Figure 1. Metal 2 (run 1).
The bar under the picture is 50 um long.
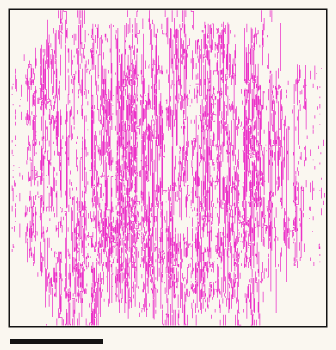
Figure 2. Signal wires by layer (run 1).
The bar under the picture is 50 um long. Two of the layers only.
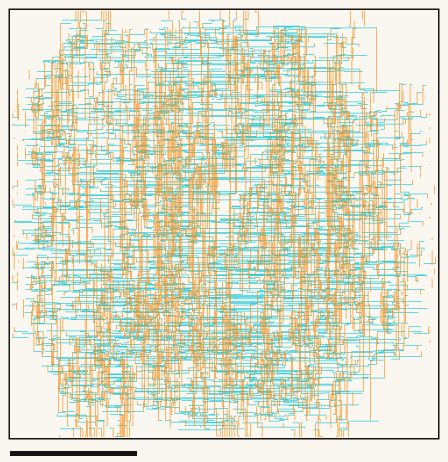
Figure 3. Signal wires on met3 (run 1).
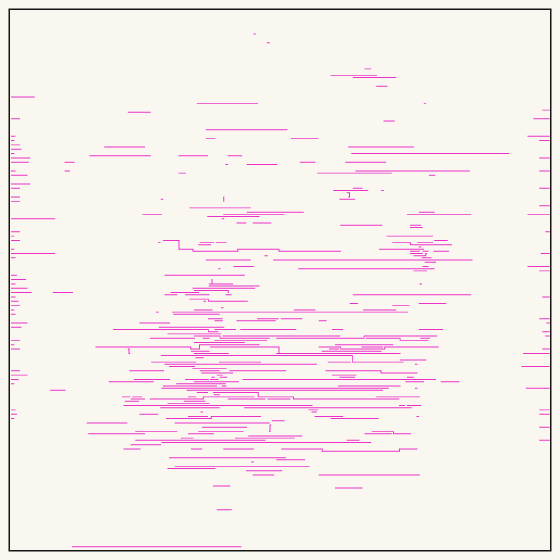
Figure 4. Clock routing (run 1).
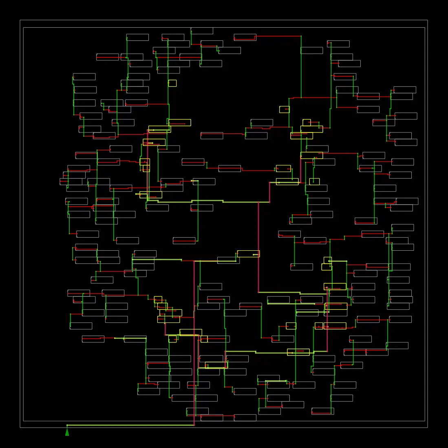
`src/rtl/mult_seq_pkg.sv`:
```
// mult_seq_pkg
//   Shared definitions for the iterative multiply sequencer: decoder codes
//   that identify mult/multu and the sequencer state encoding.
package mult_seq_pkg;

  // Decoder values that route an instruction to the multiplier.
  localparam logic [3:0] ALU_MUL     = 4'b0101;
  localparam logic [1:0] FPNT_MUL    = 2'b11;
  localparam logic [5:0] FUNCT_MULT  = 6'd14;
  localparam logic [5:0] FUNCT_MULTU = 6'd22;

  // Sequencer states (2-bit encoding).
  typedef enum logic [1:0] {
    MS_IDLE = 2'b00,
    MS_RUN  = 2'b01,
    MS_FIX  = 2'b10,
    MS_DONE = 2'b11
  } ms_state_e;

endpackage

```
`src/rtl/mult_shift_add_dp.sv`:
```
// mult_shift_add_dp
//   Shift-add datapath for the sequential multiplier. Holds the multiplicand
//   magnitude, the 2*WIDTH accumulator and the sign of the final product.
// Ports:
//   clk, rst_n   clock, asynchronous active-low reset
//   load         capture operand magnitudes and product sign
//   step         one shift-add iteration
//   fix          apply the sign to the accumulator
//   is_signed    treat operands as two's complement (sampled with load)
//   op_a, op_b   multiplicand / multiplier
//   product      signed-corrected accumulator (valid while fix is asserted)
module mult_shift_add_dp
  import mult_seq_pkg::*;
#(
  parameter int WIDTH = 32
) (
  input  logic                 clk,
  input  logic                 rst_n,
  input  logic                 load,
  input  logic                 step,
  input  logic                 fix,
  input  logic                 is_signed,
  input  logic [WIDTH-1:0]     op_a,
  input  logic [WIDTH-1:0]     op_b,
  output logic [2*WIDTH-1:0]   product
);

  // Magnitude of an operand; -2^(W-1) maps to 2^(W-1) as an unsigned value.
  function automatic logic [WIDTH-1:0] abs_val(input logic [WIDTH-1:0] v, input logic sgn);
    if (sgn && v[WIDTH-1]) begin
      abs_val = ~v + {{(WIDTH-1){1'b0}}, 1'b1};
    end else begin
      abs_val = v;
    end
  endfunction

  logic [2*WIDTH-1:0] acc_q, acc_d;
  logic [WIDTH-1:0]   mcand_q, mcand_d;
  logic               neg_q, neg_d;
  logic [WIDTH:0]     sum_s;
  logic [2*WIDTH-1:0] acc_neg_s;

  // Next-state of the accumulator, multiplicand and sign.
  always_comb begin
    acc_neg_s = ~acc_q + {{(2*WIDTH-1){1'b0}}, 1'b1};
    // Upper half plus multiplicand keeps its carry so nothing is lost on the shift.
    sum_s     = {1'b0, acc_q[2*WIDTH-1:WIDTH]} +
                (acc_q[0] ? {1'b0, mcand_q} : {(WIDTH+1){1'b0}});
    acc_d     = acc_q;
    mcand_d   = mcand_q;
    neg_d     = neg_q;
    if (load) begin
      mcand_d = abs_val(op_a, is_signed);
      acc_d   = {{WIDTH{1'b0}}, abs_val(op_b, is_signed)};
      neg_d   = is_signed & (op_a[WIDTH-1] ^ op_b[WIDTH-1]);
    end else if (step) begin
      acc_d = {sum_s, acc_q[WIDTH-1:1]};
    end else if (fix) begin
      acc_d = neg_q ? acc_neg_s : acc_q;
    end else begin
      acc_d = acc_q;
    end
    product = neg_q ? acc_neg_s : acc_q;
  end

  // Datapath registers.
  always_ff @(posedge clk or negedge rst_n) begin
    if (!rst_n) begin
      acc_q   <= {(2*WIDTH){1'b0}};
      mcand_q <= {WIDTH{1'b0}};
      neg_q   <= 1'b0;
    end else begin
      acc_q   <= acc_d;
      mcand_q <= mcand_d;
      neg_q   <= neg_d;
    end
  end

endmodule

```
`src/rtl/mult_seq.sv`:
```
// mult_seq
//   Sequencer for the iterative mult/multu unit. Stalls the pipeline for
//   WIDTH shift-add cycles plus a sign-fix cycle, then pulses done for one
//   cycle with the 2*WIDTH product on result/result_hi.
// Ports:
//   clk, rst_n         clock, asynchronous active-low reset
//   start, is_signed   launch a multiply (signed when is_signed=1)
//   flush              synchronous abort, returns to IDLE
//   op_a, op_b         operands, sampled with start
//   stall, busy, done  pipeline control / status
//   result, result_hi  product low / high word
module mult_seq
  import mult_seq_pkg::*;
#(
  parameter int WIDTH = 32
) (
  input  logic             clk,
  input  logic             rst_n,
  input  logic             start,
  input  logic             is_signed,
  input  logic             flush,
  input  logic [WIDTH-1:0] op_a,
  input  logic [WIDTH-1:0] op_b,
  output logic             stall,
  output logic             busy,
  output logic             done,
  output logic [WIDTH-1:0] result,
  output logic [WIDTH-1:0] result_hi
);

  localparam int CNT_W = $clog2(WIDTH);
  localparam logic [CNT_W-1:0] CNT_LAST = CNT_W'(WIDTH - 1);

  ms_state_e          state_q, state_d;
  logic [CNT_W-1:0]   cnt_q, cnt_d;
  logic               done_q, done_d;
  logic [WIDTH-1:0]   result_q, result_d;
  logic [WIDTH-1:0]   result_hi_q, result_hi_d;
  logic               load_s, step_s, fix_s;
  logic [2*WIDTH-1:0] product_s;

  mult_shift_add_dp #(.WIDTH(WIDTH)) u_dp (
    .clk       (clk),
    .rst_n     (rst_n),
    .load      (load_s),
    .step      (step_s),
    .fix       (fix_s),
    .is_signed (is_signed),
    .op_a      (op_a),
    .op_b      (op_b),
    .product   (product_s)
  );

  // Next-state, counter, strobes and result capture.
  always_comb begin
    state_d     = state_q;
    cnt_d       = cnt_q;
    done_d      = 1'b0;
    result_d    = result_q;
    result_hi_d = result_hi_q;
    load_s      = 1'b0;
    step_s      = 1'b0;
    fix_s       = 1'b0;
    case (state_q)
      MS_IDLE: begin
        if (start) begin
          load_s  = 1'b1;
          cnt_d   = {CNT_W{1'b0}};
          state_d = MS_RUN;
        end else begin
          state_d = MS_IDLE;
        end
      end
      MS_RUN: begin
        step_s = 1'b1;
        cnt_d  = cnt_q + {{(CNT_W-1){1'b0}}, 1'b1};
        if (cnt_q == CNT_LAST) begin
          state_d = MS_FIX;
        end else begin
          state_d = MS_RUN;
        end
      end
      MS_FIX: begin
        fix_s       = 1'b1;
        result_d    = product_s[WIDTH-1:0];
        result_hi_d = product_s[2*WIDTH-1:WIDTH];
        done_d      = 1'b1;
        state_d     = MS_DONE;
      end
      // start is deliberately ignored here so a held start cannot re-trigger.
      MS_DONE: begin
        state_d = MS_IDLE;
      end
      default: begin
        state_d = MS_IDLE;
      end
    endcase
    // A redirect kills the sequence wherever it is; results keep their old value.
    if (flush) begin
      state_d     = MS_IDLE;
      done_d      = 1'b0;
      load_s      = 1'b0;
      step_s      = 1'b0;
      fix_s       = 1'b0;
      result_d    = result_q;
      result_hi_d = result_hi_q;
    end else begin
      state_d = state_d;
    end
  end

  // Sequencer registers.
  always_ff @(posedge clk or negedge rst_n) begin
    if (!rst_n) begin
      state_q     <= MS_IDLE;
      cnt_q       <= {CNT_W{1'b0}};
      done_q      <= 1'b0;
      result_q    <= {WIDTH{1'b0}};
      result_hi_q <= {WIDTH{1'b0}};
    end else begin
      state_q     <= state_d;
      cnt_q       <= cnt_d;
      done_q      <= done_d;
      result_q    <= result_d;
      result_hi_q <= result_hi_d;
    end
  end

  // The IDLE term lets the PC freeze in the very cycle the multiply is decoded.
  assign stall     = ((state_q == MS_IDLE) & start & ~flush) |
                     (state_q == MS_RUN) | (state_q == MS_FIX);
  assign busy      = (state_q != MS_IDLE);
  assign done      = done_q;
  assign result    = result_q;
  assign result_hi = result_hi_q;

endmodule
```
`config.mk`:
```
export PLATFORM = sky130hd
export DESIGN_NAME = mult_seq
export DESIGN_NICKNAME = d
export VERILOG_FILES = /design/src/rtl/mult_seq_pkg.sv /design/src/rtl/mult_shift_add_dp.sv /design/src/rtl/mult_seq.sv
export SDC_FILE = /design/constraint.sdc
export NUM_CORES = 1
export LEC_CHECK = 0
export CAP_MARGIN = 5
export CORE_UTILIZATION = 42
export CTS_CLUSTER_SIZE = 12
export DETAILED_ROUTE_END_ITERATION = 10
export GPL_TIMING_DRIVEN = 0
export PLACE_DENSITY = 0.63
export SYNTH_ARGS = -nofsm -noshare
export SYNTH_HDL_FRONTEND = slang
export SYNTH_SLANG_ARGS = --single-unit
```
`constraint.sdc`:
```
create_clock -name clk -period 3.2 [get_ports clk]
set_input_delay 0.64 -clock clk [delete_from_list [all_inputs] [get_ports clk]]
set_output_delay 0.64 -clock clk [all_outputs]
set_load 0.02 [all_outputs]
```
==> run_results.csv, run 1 <==
group,metric,value,unit
status,run_status,"finished, final reports clean",
global_route,grt-busiest-layer,"met2",
power_and_ir_drop,pwr-share-clk,24.0,%
floorplan,chipArea,28580,um2
critical_path,cp.arrival,2.54,ns
synth,simple_gate_share,19.21,%
synth,edf_count,0,
synth,yosysCellCount,1396,
final_timing,finalCritPeriodShare,99.50,%
clock_tree,cts_buffer_depth,2,
synth,async_flop_share,100.0,%
floorplan,ioPinCount,136,
cells_and_area,buf_share,12.97,%
critical_path,rr_endpoint,"u_dp.acc_q[49]$_DFFE_PN0P_",
cells_and_area,final-comb-area,7467,um2
cells_and_area,nClkBuffers,17,
global_route,grt_remaining_overflow,0,
cells_and_area,diodes,0,
global_route,grt_max_degree,87,
critical_path,cp.depth,7,
placed_design,gp_congestion,0.9335,
critical_path,ff2ff_path_depth,14,
critical_path,reg2reg_from,"u_dp.acc_q[0]$_DFFE_PN0P_",
routing,drc,0,
final_timing,fin_tns_setup,0,ns
clock_tree,post_cts_buffers,8,
critical_path,cp_num_buf_inv,4,
cells_and_area,final_cells,1951,
synth,syn_nets,1503,
routing,dr_wl_met3,3334,um
critical_path,critPathTopFamily,"simple AND/OR/NAND/NOR gates",
cells_and_area,syn_to_final_growth,26.41,%
worst_hold_path,hold_class,"input port to async pin",
cells_and_area,fillers,2600,
routing,drt_iter0_drc,1083,
cells_and_area,biggestCellCategory,"multi-input combinational cells",
cells_and_area,final_area,14820,um2
synth,yosys_register_bits,169,
cells_and_area,n_all_inverters,39,
synth,syn_area,11720,um2
placed_design,place_hpwl,30830,um
routing,ant_nets,0,
power_and_ir_drop,p_leak,0.006205,uW
final_timing,fmax,314.1,MHz
floorplan,die_h,169.0,um
-- Figure 1 (at the start) --
longest straight run	81.9 um
nets with wire on the layer	1,376
share of all routed wire	43%
wire length on this layer	18,200 um
via count: 11,521
met2 usage: 44.86%
drt total wl: 41,760 um

-- Figure 2 (at the start) --
layer	colour	wire length
M1	cyan	19,400 um
M2	orange	18,200 um
Routed WL per cell: 21.41 um
GR Util All Layers: 29.56%

-- Figure 3 (at the start) --
main direction	horizontal
nets with wire on the layer	230
longest straight run	73.6 um
wire length on this layer	3,330 um
M3 GR Usage: 5.191%

-- Figure 4 (at the start) --
Insertion Delay late pin: 0.45 ns
clock sinks: 169
TritonCTS buffer count: 17
Seq Cell Count: 169
clock skew: 0.01418 ns

## Run 2: what changed since run 1
--- a/config.mk
+++ b/config.mk
@@ -5,12 +5,14 @@
 export SDC_FILE = /design/constraint.sdc
 export NUM_CORES = 1
 export LEC_CHECK = 0
+export ABC_AREA = 1
 export CAP_MARGIN = 5
 export CORE_UTILIZATION = 42
 export CTS_CLUSTER_SIZE = 12
 export DETAILED_ROUTE_END_ITERATION = 10
 export GPL_TIMING_DRIVEN = 0
-export PLACE_DENSITY = 0.63
+export PLACE_DENSITY = 0.62
+export REMOVE_ABC_BUFFERS = 1
 export SYNTH_ARGS = -nofsm -noshare
 export SYNTH_HDL_FRONTEND = slang
 export SYNTH_SLANG_ARGS = --single-unit
==> run_results.csv, run 2 <==
group,metric,value,unit
cells_and_area,diodes,0,
cells_and_area,final_area,16640,um2
clock_tree,clock-root-buffer,"clkbuf_16",
cells_and_area,final_cells,2852,
synth,edf_count,0,
cells_and_area,buf_share,9.138,%
clock_tree,post_cts_buffers,1,
status,run_status,"finished, final reports clean",
cells_and_area,final-comb-area,8483,um2
cells_and_area,lay_top_cells,"nand2_1, inv_1, nand3_1",
power_and_ir_drop,p_per_area,688.6,nW/um2
global_route,grt_pass1_vias,13921,
cells_and_area,nClkBuffers,21,
routing,drc,0,
placed_design,place_hpwl,37020,um
global_route,grt_max_degree,95,
synth,synth_seq_share,29.64,%
global_route,grt_remaining_overflow,0,
floorplan,ioPinCount,136,
critical_path,cp_num_buf_inv,6,
cells_and_area,biggestCellCategory,"multi-input combinational cells",
critical_path,cp_max_fo,86,
final_timing,setup_viol,0,
global_route,antenna_found_initial,0,
critical_path,startpoint,"start",
synth,mux_area_share,0,%
critical_path,critPathTopFamily,"buffers and inverters",
final_timing,finalCritPeriodShare,97.42,%
routing,drt_iter0_drc,1184,
placed_design,gp_congestion,0.9843,
synth,syn_area,14270,um2
critical_path,worst-setup-path-type,"input port to output port",
synth,simple_gate_share,41.94,%
cells_and_area,n_all_inverters,317,
clock_tree,clk_latency,0.46,ns
floorplan,chipArea,34720,um2
synth,async_flop_share,100.0,%
synth,synthAdderAreaFrac,3.384,%
power_and_ir_drop,pwr-share-clk,20.0,%
final_timing,fmax,320.8,MHz
cells_and_area,flops,169,
cells_and_area,syn_to_final_growth,16.58,%
clock_tree,cts_buffer_depth,2,
final_timing,fin_skew,0.01384,ns
global_route,grt-busiest-layer,"met1",
synth,yosys_register_bits,169,
clock_tree,cts.sinks,169,
global_route,track_usage,28.37,%
cells_and_area,fillers,3505,
routing,ant_nets,0,
critical_path,cpMaxStageDelayCell,"clkdlybuf4s50_1",
global_route,grtUsageMet3,5.417,%
critical_path,ff2ff_path_depth,16,
power_and_ir_drop,p_leak,0.008496,uW
synth,yosysCellCount,2300,
critical_path,rr_endpoint,"u_dp.acc_q[63]$_DFFE_PN0P_",
worst_hold_path,hold_class,"input port to async pin",
critical_path,cp.arrival,2.48,ns
routing,dr_wl_met3,3640,um
final_timing,fin_tns_setup,0,ns
critical_path,reg2reg_from,"u_dp.acc_q[0]$_DFFE_PN0P_",
cells_and_area,final_util,49.74,%
clock_tree,cts_made_buffers,17,
Figure 5. Signal wires on met3 (run 2).
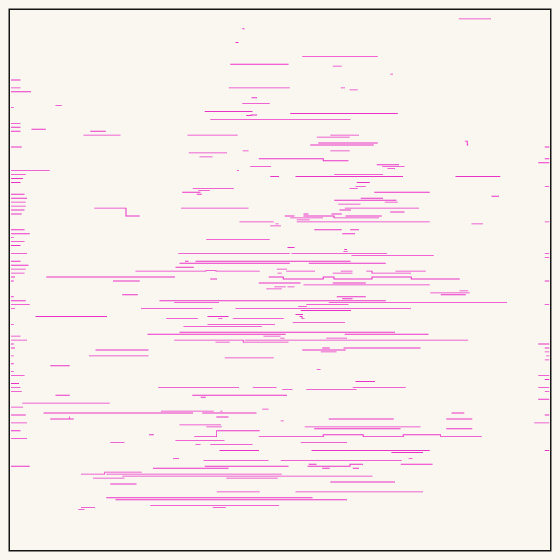
share of all routed wire	7.4%
wire length on this layer	3,640 um
longest straight run	86.0 um
nets with wire on the layer	223
drt total wl: 49,100 um
via count: 14,957

Figure 6. Metal 2 (run 2).
The bar under the picture is 50 um long.
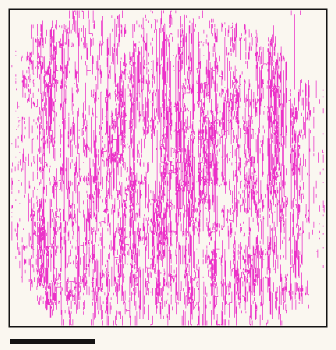
longest straight run	78.7 um
main direction	vertical
wire length on this layer	20.6 mm
share of all routed wire	42%
nets with wire on the layer	1,938
met2 usage: 41.78%

Figure 7. Power grid (run 2).
The bar under the picture is 50 um long. Pins as bars on the die edge.
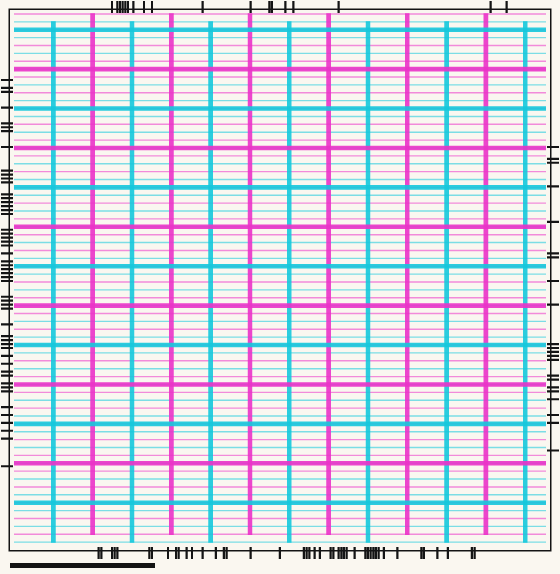
net	colour
VDD	magenta
VSS	cyan
met5 straps	13
met4 straps	13
rows	67
signal pins	136
met1 rails	68
chip height: 186.3 um
DIE WIDTH: 186.3 um
maximum VDD drop: 451.6 uV

Power is estimated from default activity; no workload was simulated.
